==> src/rtl/mem_access_unit.sv <==
// Memory access stage: sequences SRAM and UART strobes for loads/stores
// and freezes the pipeline until the access completes.
module mem_access_unit #(
  parameter int          RAM_WAIT     = 2,
  parameter logic [15:0] IO_DATA_ADDR = 16'hBF00,
  parameter logic [15:0] IO_STAT_ADDR = 16'hBF01
) (
  input  logic        CLK,
  input  logic        RST,
  input  logic [1:0]  memReadIn,
  input  logic [1:0]  memWriteIn,
  input  logic [15:0] addrIn,
  input  logic [15:0] dataIn,
  output logic [15:0] ramAddr,
  output logic [15:0] ramDataOut,
  input  logic [15:0] ramDataIn,
  output logic        ramDataOE,
  output logic        ramEN_n,
  output logic        ramOE_n,
  output logic        ramWE_n,
  output logic        uartRdn,
  output logic        uartWrn,
  input  logic [7:0]  uartDataIn,
  input  logic        uartDataReady,
  input  logic        uartTbre,
  input  logic        uartTsre,
  output logic [15:0] readData,
  output logic        done,
  output logic        stall
);

  typedef enum logic [3:0] {
    IDLE, RAM_RD, WR_SETUP, WR_PULSE, WR_HOLD,
    IO_RD, IO_WAITW, IO_WR, DONE
  } stateT;

  localparam logic [3:0] waitLast = 4'(RAM_WAIT - 1);

  stateT       state, stateNext;
  logic [3:0]  cnt, cntNext;
  logic [15:0] addrLat, dataLat;
  logic [15:0] addrNext, dataNext;
  logic        accept;
  logic        wrReq, rdReq, reqPresent;
  logic        ioRdOther;

  assign wrReq = (memWriteIn == 2'b01) || (memWriteIn == 2'b10);
  assign rdReq = (memReadIn == 2'b01) || (memReadIn == 2'b10);
  assign reqPresent = wrReq || rdReq;

  assign stall = (state == IDLE && reqPresent)
              || (state != IDLE && state != DONE);

  assign addrNext = accept ? addrIn : addrLat;
  assign dataNext = accept ? dataIn : dataLat;

  // I/O load to an unmapped address completes at once with zero data
  assign ioRdOther = accept && !wrReq && (memReadIn == 2'b10)
                  && (addrIn != IO_DATA_ADDR)
                  && (addrIn != IO_STAT_ADDR);

  always_comb begin
    stateNext = state;
    cntNext   = cnt;
    accept    = 1'b0;
    unique case (state)
      IDLE: begin
        if (reqPresent) begin
          accept = 1'b1;
          if (wrReq) begin
            if (memWriteIn == 2'b01)
              stateNext = WR_SETUP;
            else if (addrIn == IO_DATA_ADDR)
              stateNext = IO_WAITW;
            else
              stateNext = DONE;
          end else if (memReadIn == 2'b01) begin
            stateNext = RAM_RD;
            cntNext   = waitLast;
          end else if (addrIn == IO_DATA_ADDR) begin
            stateNext = IO_RD;
            cntNext   = 4'd1;
          end else if (addrIn == IO_STAT_ADDR) begin
            stateNext = IO_RD;
            cntNext   = 4'd0;
          end else begin
            stateNext = DONE;
          end
        end
      end
      RAM_RD, WR_PULSE, IO_RD, IO_WR: begin
        if (cnt == 4'd0)
          stateNext = (state == WR_PULSE) ? WR_HOLD : DONE;
        else
          cntNext = cnt - 4'd1;
      end
      WR_SETUP: begin
        stateNext = WR_PULSE;
        cntNext   = waitLast;
      end
      WR_HOLD: stateNext = DONE;
      IO_WAITW: begin
        if (uartTbre && uartTsre) begin
          stateNext = IO_WR;
          cntNext   = 4'd1;
        end
      end
      DONE: stateNext = IDLE;
      default: stateNext = IDLE;
    endcase
  end

  always_ff @(posedge CLK) begin
    if (RST) begin
      state      <= IDLE;
      cnt        <= 4'd0;
      addrLat    <= 16'h0;
      dataLat    <= 16'h0;
      ramAddr    <= 16'h0;
      ramDataOut <= 16'h0;
      ramDataOE  <= 1'b0;
      ramEN_n    <= 1'b1;
      ramOE_n    <= 1'b1;
      ramWE_n    <= 1'b1;
      uartRdn    <= 1'b1;
      uartWrn    <= 1'b1;
      readData   <= 16'h0;
      done       <= 1'b0;
    end else begin
      state   <= stateNext;
      cnt     <= cntNext;
      addrLat <= addrNext;
      dataLat <= dataNext;
      ramAddr <= (stateNext != IDLE) ? addrNext : 16'h0;
      ramEN_n <= !(stateNext inside {RAM_RD, WR_SETUP, WR_PULSE, WR_HOLD});
      ramOE_n <= !(stateNext == RAM_RD);
      ramWE_n <= !(stateNext == WR_PULSE);
      ramDataOE <= stateNext inside {WR_SETUP, WR_PULSE, WR_HOLD, IO_WR};
      uartRdn <= !(stateNext == IO_RD && addrNext == IO_DATA_ADDR);
      uartWrn <= !(stateNext == IO_WR);
      done    <= (stateNext == DONE);
      if (stateNext inside {WR_SETUP, WR_PULSE, WR_HOLD})
        ramDataOut <= dataNext;
      else if (stateNext == IO_WR)
        ramDataOut <= {8'h00, dataNext[7:0]};
      else
        ramDataOut <= 16'h0;
      if (state == RAM_RD && cnt == 4'd0)
        readData <= ramDataIn;
      else if (state == IO_RD && cnt == 4'd0)
        readData <= (addrLat == IO_DATA_ADDR)
                  ? {8'h00, uartDataIn}
                  : {14'b0, uartDataReady, uartTbre & uartTsre};
      else if (ioRdOther)
        readData <= 16'h0;
    end
  end

endmodule

==> config.mk <==
export PLATFORM = sky130hd
export DESIGN_NAME = mem_access_unit
export DESIGN_NICKNAME = d
export VERILOG_FILES = /design/src/rtl/mem_access_unit.sv
export SDC_FILE = /design/constraint.sdc
export NUM_CORES = 1
export LEC_CHECK = 0
export CAP_MARGIN = 5
export CELL_PAD_IN_SITES_DETAIL_PLACEMENT = 1
export CELL_PAD_IN_SITES_GLOBAL_PLACEMENT = 1
export CORE_ASPECT_RATIO = 0.75
export CORE_UTILIZATION = 25
export CTS_CLUSTER_DIAMETER = 100
export DETAILED_ROUTE_END_ITERATION = 10
export HOLD_SLACK_MARGIN = 0.02
export PLACE_DENSITY_LB_ADDON = 0.2
export SYNTH_ARGS = -nofsm -noshare
export SYNTH_HDL_FRONTEND = slang
export SYNTH_SLANG_ARGS = --single-unit
==> constraint.sdc <==
create_clock -name CLK -period 3 [get_ports CLK]
set_clock_uncertainty 0.2 [all_clocks]
set_input_delay 0.3 -clock CLK [delete_from_list [all_inputs] [get_ports CLK]]
set_output_delay 0.3 -clock CLK [all_outputs]
set_load 0.005 [all_outputs]
Fig. 1: placed cells, one color a class
Fill, decap, tap and diode cells in gray.
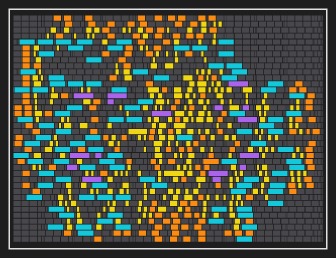
remaining logic cells -> yellow  # cells 291, share of their area 32%
clock drivers and dummy loads -> purple  # cells 16, share of their area 5.4%
registers -> cyan  # cells 95, share of their area 35%
remaining buffers and delay cells -> orange  # cells 160, share of their area 27%

Fig. 2: placement view
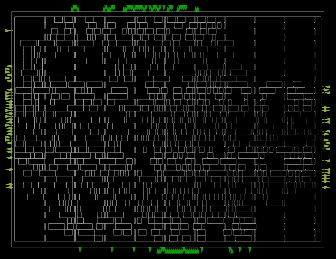
flop count: 95
n_taps: 200
area of the core: 14600 um2

Fig. 3: wires at chosen ports, followed through buffers
Bar = 50 um.
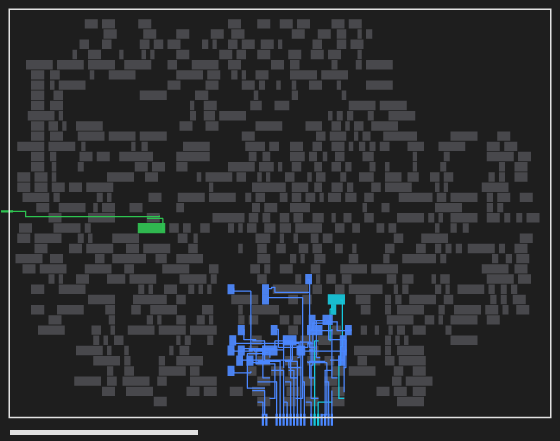
ramDataOE -> green  # bits 1, direction output, end cells 1, buffers 1, wire 48.5 um
addrIn -> blue  # bits 16, direction input, end cells 22, buffers 22, wire 618 um
memWriteIn -> cyan  # bits 2, direction input, end cells 2, buffers 2, wire 66.1 um

==> ci_impl_report.md <==
### Yosys + OpenROAD results

| Metric | Value |
|---|---|
| Mapped Area | `3770 um2` |
| Cell Type Count | `54` |
| Initial antenna violation count | `0` |
| DRC Markers | `0` |
| Die width | `144 um` |
| Finish-stage setup viols | `0` |
| Minimum clock period | `2.77 ns` |
| Post-Route M1 WL | `6150 um` |
| YS chip area | `3770 um2` |
| Inst Count DP | `between 700 and 800` |
| GPL Wtd Cong | `0.808` |
| Top cells by area | `dfxtp_1 (50%), a21oi_1 (5.2%), nand2_1 (4.2%)` |
| Synth Instances | `413` |
| Worst-path clk slew | `~0.070 ns` |
| Clock buffer count from CTS | `9` |
| WP data required | `~2.5 ns` |
| Clk buf depth | `2` |
| Ys flop type | `dfxtp_1` |
| Max Clock Freq | `361 MHz` |
| CTS tree | `done` |
| Final net count | `627` |
| CTS HTree Levels | `3` |
| RSZ-0062 raised after global routing | `false` |
| Number of global-route vias before repair | `3819` |
| Worst slack at placement | `-0.306 ns` |
| First-pass GRT wire length | `20100 um` |
| Commonest cells post-synth | `dfxtp_1 (95), nand2_1 (42), a21oi_1 (39)` |
| CTS sink count | `95` |
| Fp util | `0.259` |
| Setup Buffers After CTS | `0` |
| Syn avg cell area | `approximately 9.1 um2` |
| WL/cell | `16.6 um` |
| Most frequent cell after synthesis | `dfxtp_1` |
| Yosys Instances | `slightly above 400` |
| Hold buffers post-CTS | `0` |
| Largest area contributor in the netlist | `dfxtp_1` |
| Tool Warnings | `28` |
| Overflow left after global routing | `0` |
| WL final | `12600 um` |
| Critical Path AT | `2.27 ns` |
| Run status | `completed` |
| DR top layer | `met4` |
| Via density | `4.70` |
| Slew margin rel. | `0.437` |
| Seq share, synth | `0.504` |
| Warnings, synthesis | `0` |
| Non-filler instance count after layout | `762` |
| Final cycle utilization of the critical path | `0.924` |
| FILL cells | `1694` |
| WS Path Type | `input pin to output pin` |
| FF-to-FF setup slack | `~0.24 ns` |
| Synthesized Nets | `around 480` |
| PD cells | `between 500 and 600 nW/um2` |
| Root Buffer | `clkbuf_16` |
| Clock latency on the worst-skew pair | `0.35 ns` |
| Row cnt | `38` |
| Worst vdd ir | `slightly above 0.0003 V` |
| Area leader share | `0.504` |
| Routed wl met3 | `676 um` |
| CP Launch Type | `input pin` |
| HPWL after detailed placement | `9390 um` |
| DRT Pass-1 Iters | `4` |
| DRT iter0 DRCs | `94` |
| Hold Path Class | `input pin to flop` |
| CTS resizes | `0` |
| N_diodes | `0` |
| Measured slew at the worst slew-check pin | `0.843 ns` |
| Post-synth EDFFs | `0` |
| Ys async rst share | `0` |
| CP endpoint kind | `output pin` |
| Ports | `121` |
| Port-buffer cells | `between 100 and 150` |
| Chip Height | `108 um` |
| Met2 WL | `between 5000 and 6000 um` |
| Synthesized registers | `95` |
| Worst Path Max Fanout | `4` |
| Share of layout cells above drive strength 1 | `0.130` |
| Fin. Hold Viols | `0` |
| Largest net degree at the start of global routing | `52` |
| Post-route ant nets | `0` |
| # Max-Cap Violations | `0` |
| Pleak | `2.13 nW` |
| Chip footprint | `about 16000 um2` |
| Slew Viols, Final | `0` |
Fig. 4: drive-strength map
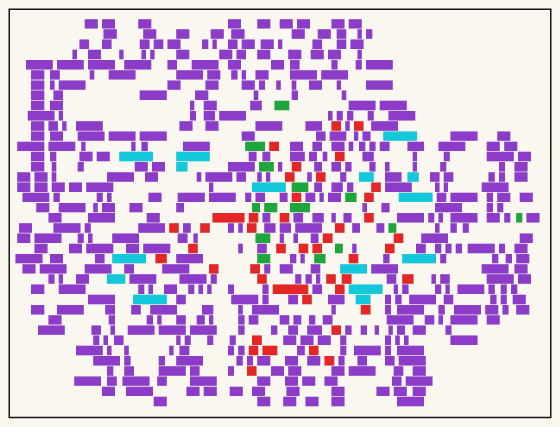
x2 -> green  # cells 14
x6 and larger -> cyan  # cells 15
x1 and smaller -> purple  # cells 489
x3 and x4 -> red  # cells 44
design area: 5740 um2
Layout area overhead: 52.1%
nonclk buf count: 160
Final WS setup: 0.228 ns

Fig. 5: signal wires by layer
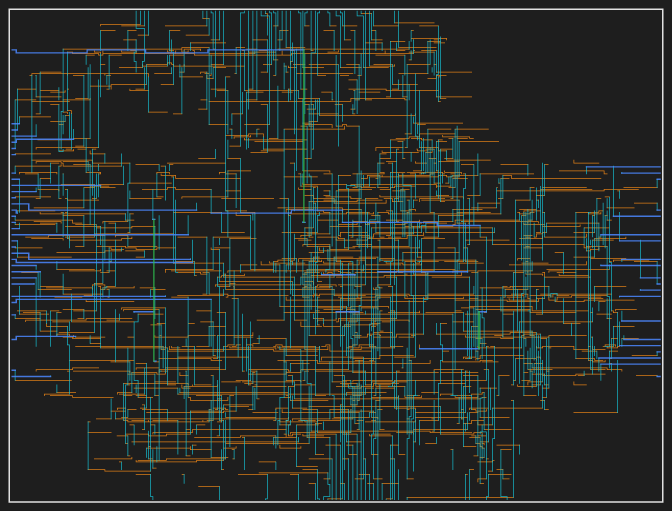
M4 -> green  # wire length 77.5 um
M2 -> cyan  # wire length 5710 um
M1 -> orange  # wire length 6150 um
M3 -> blue  # wire length 676 um
Via Count: 3582
gr usage total: 0.169

[cell type report]
class	count	area [um2]	share of cell area
repair buffers	160	1510	0.263
well taps	200	250	0.0436
multi-input cells	281	1750	0.304
clock inverters	6	57.6	0.0100
clock buffers	10	239	0.0416
inverters	10	37.5	0.00654
flip-flops and latches	95	1900	0.331
[per-layer routing]
layer | track usage | vias to the layer above
met1 | 0.223 | 1737
met4 | 0.0418 | 0
li1 | - | 1770
met5 | 0 | -
met2 | 0.268 | 68
met3 | 0.0492 | 7
[cell families after synthesis]
| kind of cell | synth area share |
|---|---|
| AND-OR/OR-AND | 0.199 |
| adder cells (fa/ha/maj) | 0.0166 |
| buffers and inverters | 0.0391 |
| flip-flops | 0.504 |
| multiplexers | 0.0298 |
| AND/OR/NAND/NOR | 0.212 |
[path summary, 6_finish.rpt]
path,startpoint,to,cells after the start
setup / recovery,memReadIn[0],stall,8
hold / removal,RST,addrLat[11],2
setup reg to reg,state[0],ramAddr[1],7
hold reg to reg,readData[4],readData[4],2
[flip-flops by register name, indices dropped and copies added (netlist names)]
name	count
done	1
cnt	4
ramOE_n	1
readData	16
ramDataOE	1
addrLat	16
ramAddr	16
uartWrn	1
uartRdn	1
ramWE_n	1
ramEN_n	1
ramDataOut	16
dataLat	16
state	4
[worst max-delay path: stages]
cell and delay, ns:
clkdlybuf4s50_1 0.51, inv_1 0.06, ha_1 0.30, buf_4 0.15
nand2_1 0.16, nand2_1 0.14, nand3b_1 0.13, clkdlybuf4s50_1 0.53
[where the power goes]
| part | internal (mW) | leakage, nW | switching, mW |
|---|---|---|---|
| clock network | 0.606 | 0.147 | 0.539 |
| registers | 1.37 | 0.775 | 0.0476 |
| logic | 0.376 | 1.20 | 0.399 |
| total | 2.35 | 2.13 | 0.986 |
[stage by stage]
stage | setup TNS (ns) | power, mW | hold WS [ns] | cell area, um2 | utilization
CTS | 0 | 3.38 | 0.142 | 5730 | 0.393
global placement | -2.10 | 2.20 | 0.239 | 5440 | 0.372
detailed placement | -5.75 | 2.22 | 0.251 | 5440 | 0.372
global route | 0 | 3.51 | 0.168 | 5740 | 0.393
floorplan | 0 | 1.81 | 0.244 | 3770 | -
finish | 0 | 3.34 | 0.150 | 5740 | 0.393
[cells in the final DEF (no fill, tap or decap), drive strengths merged, types with 17 or more instances in the layout]
master           n
nand2           42
a21boi          17
nor2            26
buf             41
o21ai           20
nand3           25
dfxtp           95
clkdlybuf4s50  119
a21oi           40
No activity file was given, so power comes from the tool's default toggle rates.
